Fig. 1: clock routing
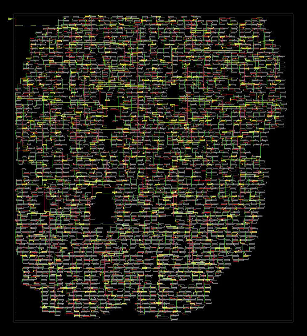
Fig. 2: floorplan with the power grid
The bar under the picture is 200 µm long. Pins as bars on the die edge. Tap cells in gray.
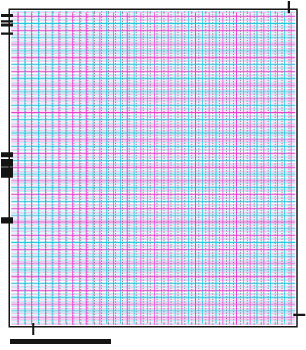
Fig. 3: signal wires by layer
The bar under the picture is 200 µm long. Only two layers are drawn.
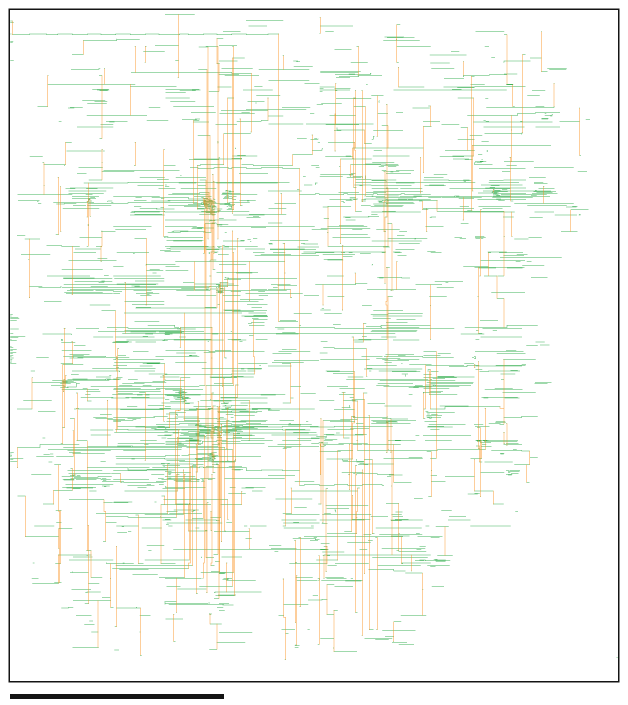
Fig. 4: placement by cell class
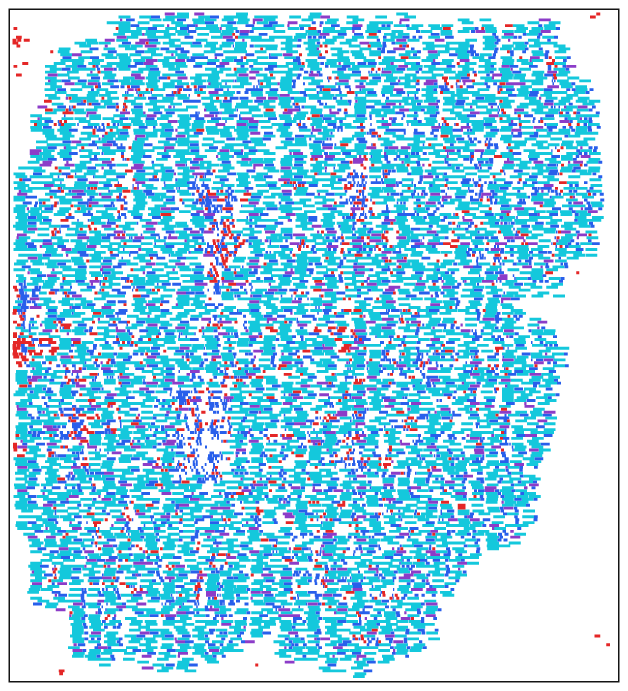
[src/rtl/led_pkg.sv]
// Shared constants and read-FSM encoding for the LED frame buffer.
package led_pkg;
  localparam int NUM_LEDS     = 72;
  localparam int NUM_CHANNELS = 3 * NUM_LEDS;

  typedef enum logic [1:0] {
    ST_IDLE  = 2'd0,
    ST_FETCH = 2'd1,
    ST_WAIT  = 2'd2,
    ST_READY = 2'd3
  } rd_state_t;
endpackage

[src/rtl/fb_dp_ram.sv]
// Two-bank byte store: one write port, one registered read port.
// Address MSB selects the bank; no reset so it maps onto block RAM.
module fb_dp_ram #(
  parameter int ADDR_WIDTH = 8
) (
  input  logic                  clk,
  input  logic                  wr_en,
  input  logic [ADDR_WIDTH:0]   wr_addr,
  input  logic [7:0]            wr_data,
  input  logic                  rd_en,
  input  logic [ADDR_WIDTH:0]   rd_addr,
  output logic [7:0]            rd_data
);
  logic [7:0] mem [0:(2 * (2 ** ADDR_WIDTH)) - 1];

  // Write port
  always_ff @(posedge clk) begin
    if (wr_en) mem[wr_addr] <= wr_data;
  end

  // Registered read port; output holds while rd_en is low
  always_ff @(posedge clk) begin
    if (rd_en) rd_data <= mem[rd_addr];
  end
endmodule

[src/rtl/led_frame_buffer.sv]
// Double-buffered LED frame store. The SPI side fills the back bank while
// the strip driver reads the front bank through a 4-phase handshake; a
// requested swap is deferred until the driver starts a new frame (ch 0).
module led_frame_buffer import led_pkg::*; #(
  parameter int NUM_CHANNELS = led_pkg::NUM_CHANNELS,
  parameter int ADDR_WIDTH   = 8,
  parameter int READ_DELAY   = 0
) (
  input  logic                    clk,
  input  logic                    rst,
  input  logic                    wr_en,
  input  logic [ADDR_WIDTH-1:0]   wr_addr,
  input  logic [7:0]              wr_data,
  input  logic                    swap_req,
  input  logic                    rd_req,
  input  logic [ADDR_WIDTH-1:0]   rd_addr,
  output logic                    rd_rdy,
  output logic [7:0]              rd_data,
  output logic                    front_bank,
  output logic                    swap_pending
);
  localparam logic [ADDR_WIDTH:0] CH_LIMIT = (ADDR_WIDTH + 1)'(NUM_CHANNELS);
  localparam int DW = (READ_DELAY > 1) ? $clog2(READ_DELAY) : 1;
  localparam logic [DW-1:0] DLY_LAST = DW'((READ_DELAY > 0) ? READ_DELAY - 1 : 0);

  rd_state_t       state;
  logic [DW-1:0]   dly_cnt;
  logic            rd_oob;
  logic [7:0]      ram_q;
  logic            accept;
  logic            apply_swap;
  logic            read_bank;
  logic            wr_ok;

  assign accept     = (state == ST_IDLE) && rd_req;
  // Swap only at a frame boundary, i.e. when the driver asks for channel 0
  assign apply_swap = accept && swap_pending && (rd_addr == '0);
  // The read issued in the swap cycle already targets the new front bank
  assign read_bank  = front_bank ^ apply_swap;
  assign wr_ok      = wr_en && ({1'b0, wr_addr} < CH_LIMIT);

  fb_dp_ram #(.ADDR_WIDTH(ADDR_WIDTH)) u_ram (
    .clk     (clk),
    .wr_en   (wr_ok),
    .wr_addr ({~front_bank, wr_addr}),
    .wr_data (wr_data),
    .rd_en   (accept),
    .rd_addr ({read_bank, rd_addr}),
    .rd_data (ram_q)
  );

  // Bank select and deferred-swap bookkeeping; a new request in the apply
  // cycle re-arms pending
  always_ff @(posedge clk) begin
    if (rst) begin
      front_bank   <= 1'b0;
      swap_pending <= 1'b0;
    end else begin
      if (apply_swap) front_bank <= ~front_bank;
      swap_pending <= (swap_pending & ~apply_swap) | swap_req;
    end
  end

  // Read handshake FSM; rd_data only changes on the capture into READY
  always_ff @(posedge clk) begin
    if (rst) begin
      state   <= ST_IDLE;
      rd_rdy  <= 1'b0;
      rd_data <= 8'h00;
      dly_cnt <= '0;
      rd_oob  <= 1'b0;
    end else begin
      case (state)
        ST_IDLE: begin
          if (rd_req) begin
            state  <= ST_FETCH;
            rd_oob <= ~({1'b0, rd_addr} < CH_LIMIT);
          end
        end
        ST_FETCH: begin
          if (!rd_req) begin
            state <= ST_IDLE;
          end else if (READ_DELAY > 0) begin
            state   <= ST_WAIT;
            dly_cnt <= '0;
          end else begin
            state   <= ST_READY;
            rd_rdy  <= 1'b1;
            rd_data <= rd_oob ? 8'h00 : ram_q;
          end
        end
        ST_WAIT: begin
          if (!rd_req) begin
            state   <= ST_IDLE;
            dly_cnt <= '0;
          end else if (dly_cnt == DLY_LAST) begin
            state   <= ST_READY;
            rd_rdy  <= 1'b1;
            rd_data <= rd_oob ? 8'h00 : ram_q;
            dly_cnt <= '0;
          end else begin
            dly_cnt <= dly_cnt + DW'(1);
          end
        end
        ST_READY: begin
          if (!rd_req) begin
            state  <= ST_IDLE;
            rd_rdy <= 1'b0;
          end
        end
        default: state <= ST_IDLE;
      endcase
    end
  end
endmodule

[config.mk]
export PLATFORM = sky130hd
export DESIGN_NAME = led_frame_buffer
export DESIGN_NICKNAME = d
export VERILOG_FILES = /design/src/rtl/led_pkg.sv /design/src/rtl/fb_dp_ram.sv /design/src/rtl/led_frame_buffer.sv
export SDC_FILE = /design/constraint.sdc
export NUM_CORES = 2
export LEC_CHECK = 0
export CAP_MARGIN = 10
export CORE_AREA = 2 2 567 626
export DETAILED_ROUTE_END_ITERATION = 12
export DIE_AREA = 0 0 569 628
export GPL_ROUTABILITY_DRIVEN = 1
export PLACE_DENSITY = 0.57
export SLEW_MARGIN = 20
export SYNTH_ARGS = -nofsm -noshare
export SYNTH_HDL_FRONTEND = slang
export SYNTH_HIERARCHICAL = 1
export SYNTH_SLANG_ARGS = --single-unit
[constraint.sdc]
create_clock -name clk -period 3.9 [get_ports clk]
set_clock_uncertainty 0.15 [all_clocks]
set_input_delay 0.39 -clock clk [delete_from_list [all_inputs] [get_ports clk]]
set_output_delay 0.39 -clock clk [all_outputs]
set_load 0.05 [all_outputs]
==> changes_impl.md <==
### Physical design

- Fa+ha+maj area frac: 0.0389%
- Top delay family on crit path: simple AND/OR/NAND/NOR gates
- Max_slew headroom: 19.8%
- Global routing usage on met3: 3.85%
- Slew @ Worst Pin: 1200 ps
- Root Buffer: clkbuf_16
- Static Leak: 60.5 nW
- First-pass DRT Iterations: 7
- Vias: 84900
- Largest net degree at the start of global routing: 129
- Drt total wl: 446000 µm
- First-pass GRT wire length: 635000 µm
- Status: complete, no violations
- Setup TNS: 0 ps
- Ys cells: 8113
- CTS max path bufs: 4
- # port buffers: 39
- WL/cell: 32.0 µm
- Ys flops: 4118
- Total CTS buffers: 408
- Cycle use final: 97.0%
- Row count: 229
- Avg Inst Size Synth: 19.8 µm²
- Remaining Overflow, GRT: 0
- Max Slew Vio Count: 0
- Core area: 352000 µm²
- Crit-path max cell delay: 470 ps
- Ports: 40
- Buf/Inv on CP: 3
- Type of origin of the critical path: register
- Vias in the first global route: 85200
- Hold Path Class: primary input to register
- Chip area in the Yosys report: 161000 µm²
- Fp util: 45.7%
-- Fig. 1 (at the start) --
clock buffers: 494
clk pwr: 0.0398 W

-- Fig. 2 (at the start) --
Magenta shows VSS. Cyan shows VDD.
4620 tap cells. 41 straps on met4. 45 straps on met5.

-- Fig. 3 (at the start) --
Orange shows M4, wire length 15300 µm. Green shows M3, wire length 33.1 mm.

-- Fig. 4 (at the start) --
Cyan shows registers, cells 4118, share of their area 68%. Red shows remaining buffers and delay cells, cells 957, share of their area 4.9%. Purple shows clock drivers and dummy loads, cells 749, share of their area 7.5%. Blue shows remaining logic cells, cells 3479, share of their area 19%.

[path summary, 6_finish.rpt]
path / end / slack [ps] / startpoint / cells past startpoint
max: u_ram/rd_data[0]$_DFFE_PP_ / 120 / state[1]$_SDFFE_PP0P_ / 14
min: state[1]$_SDFFE_PP0P_ / 230 / rst / 2
max reg2reg: u_ram/rd_data[0]$_DFFE_PP_ / 120 / state[1]$_SDFFE_PP0P_ / 14
min reg2reg: rd_data[4]$_SDFFE_PP0P_ / 340 / rd_data[4]$_SDFFE_PP0P_ / 2
[routing by layer]
layer  wire length (µm)  vias up  part of all wire [%]
li1                   -    35500                     -
met1             182000    45100                    41
met2             216000     3592                    48
met3              33100      708                   7.4
met4              15300        0                   3.4
met5                  0        -                     0
[placed cells by master (no fill, tap or decap), types with 13 or more instances in the layout]
| master | instances |
|---|---|
| dfxtp_1 | 14 |
| and2_1 | 19 |
| o21ai_0 | 127 |
| o221ai_1 | 371 |
| mux4_2 | 654 |
| nand4_1 | 32 |
| buf_4 | 783 |
| bufinv_16 | 56 |
| o31ai_1 | 13 |
| clkdlybuf4s50_1 | 26 |
| a211oi_1 | 18 |
| nor2_1 | 601 |
| buf_12 | 121 |
| clkinv_1 | 92 |
| nor4_1 | 33 |
| o22ai_1 | 164 |
| a21oi_1 | 207 |
| clkbuf_16 | 415 |
| clkinv_2 | 71 |
| edfxtp_1 | 4104 |
| a22oi_1 | 61 |
| clkbuf_1 | 79 |
| nand2_1 | 99 |
| dlygate4sd3_1 | 13 |
| nor3_1 | 108 |
| mux2i_1 | 798 |
| nand3_1 | 32 |
[cells by family after synthesis]
family / Yosys count
flip-flops: 4118
multiplexers: 1453
AND-OR/OR-AND: 1009
AND/OR/NAND/NOR: 1002
buffers and inverters: 525
adder cells (fa/ha/maj): 5
XOR/XNOR: 1
[repair_timing]
item | CTS | global route
endpoints found under the setup margin | 6 | 6
pin swaps | 0 | 3
resized | 3 | 5
buffers inserted | 0 | 2
hold buffers | 13 | 0
endpoints found under the hold margin | 530 | 0
[per-stage QoR]
stage	util (%)	power [W]	worst slack (ps)	cells
floorplan	-	0.0520	652	8113
global placement	49.1	0.0548	-1170	13200
detailed placement	49.1	0.0548	-447	13200
CTS	53.0	0.0944	3.47	13900
global route	53.0	0.0962	40.8	13900
finish	53.0	0.0937	116	13900
[power by group]
group	internal, W	total (W)	leakage (nW)	switching (W)
Sequential	0.0487	0.0488	37.0	0.0000455
Clock	0.0232	0.0398	6.59	0.0166
Combinational	0.00177	0.00514	16.9	0.00337
[area by class of cell]
| class | instances | area [µm²] | share of cell area [%] |
|---|---|---|---|
| diodes | 8 | 20.0 | 0.0107 |
| clock buffers | 494 | 10700 | 5.73 |
| clock inverters | 255 | 2830 | 1.52 |
| inverters | 9 | 41.3 | 0.0222 |
| multi-input cells | 3470 | 34500 | 18.5 |
| flip-flops and latches | 4118 | 124000 | 66.3 |
| well taps | 4620 | 5780 | 3.10 |
| repair buffers | 957 | 8900 | 4.78 |
[state kept, by name, indices dropped and copies added, names as in the netlist]
signal and count:
u_ram/mem 4096, rd_data 8, u_ram/rd_data 8, state 2, front_bank 1, rd_oob 1
rd_rdy 1, swap_pending 1
No activity file was given, so power comes from the tool's default toggle rates.
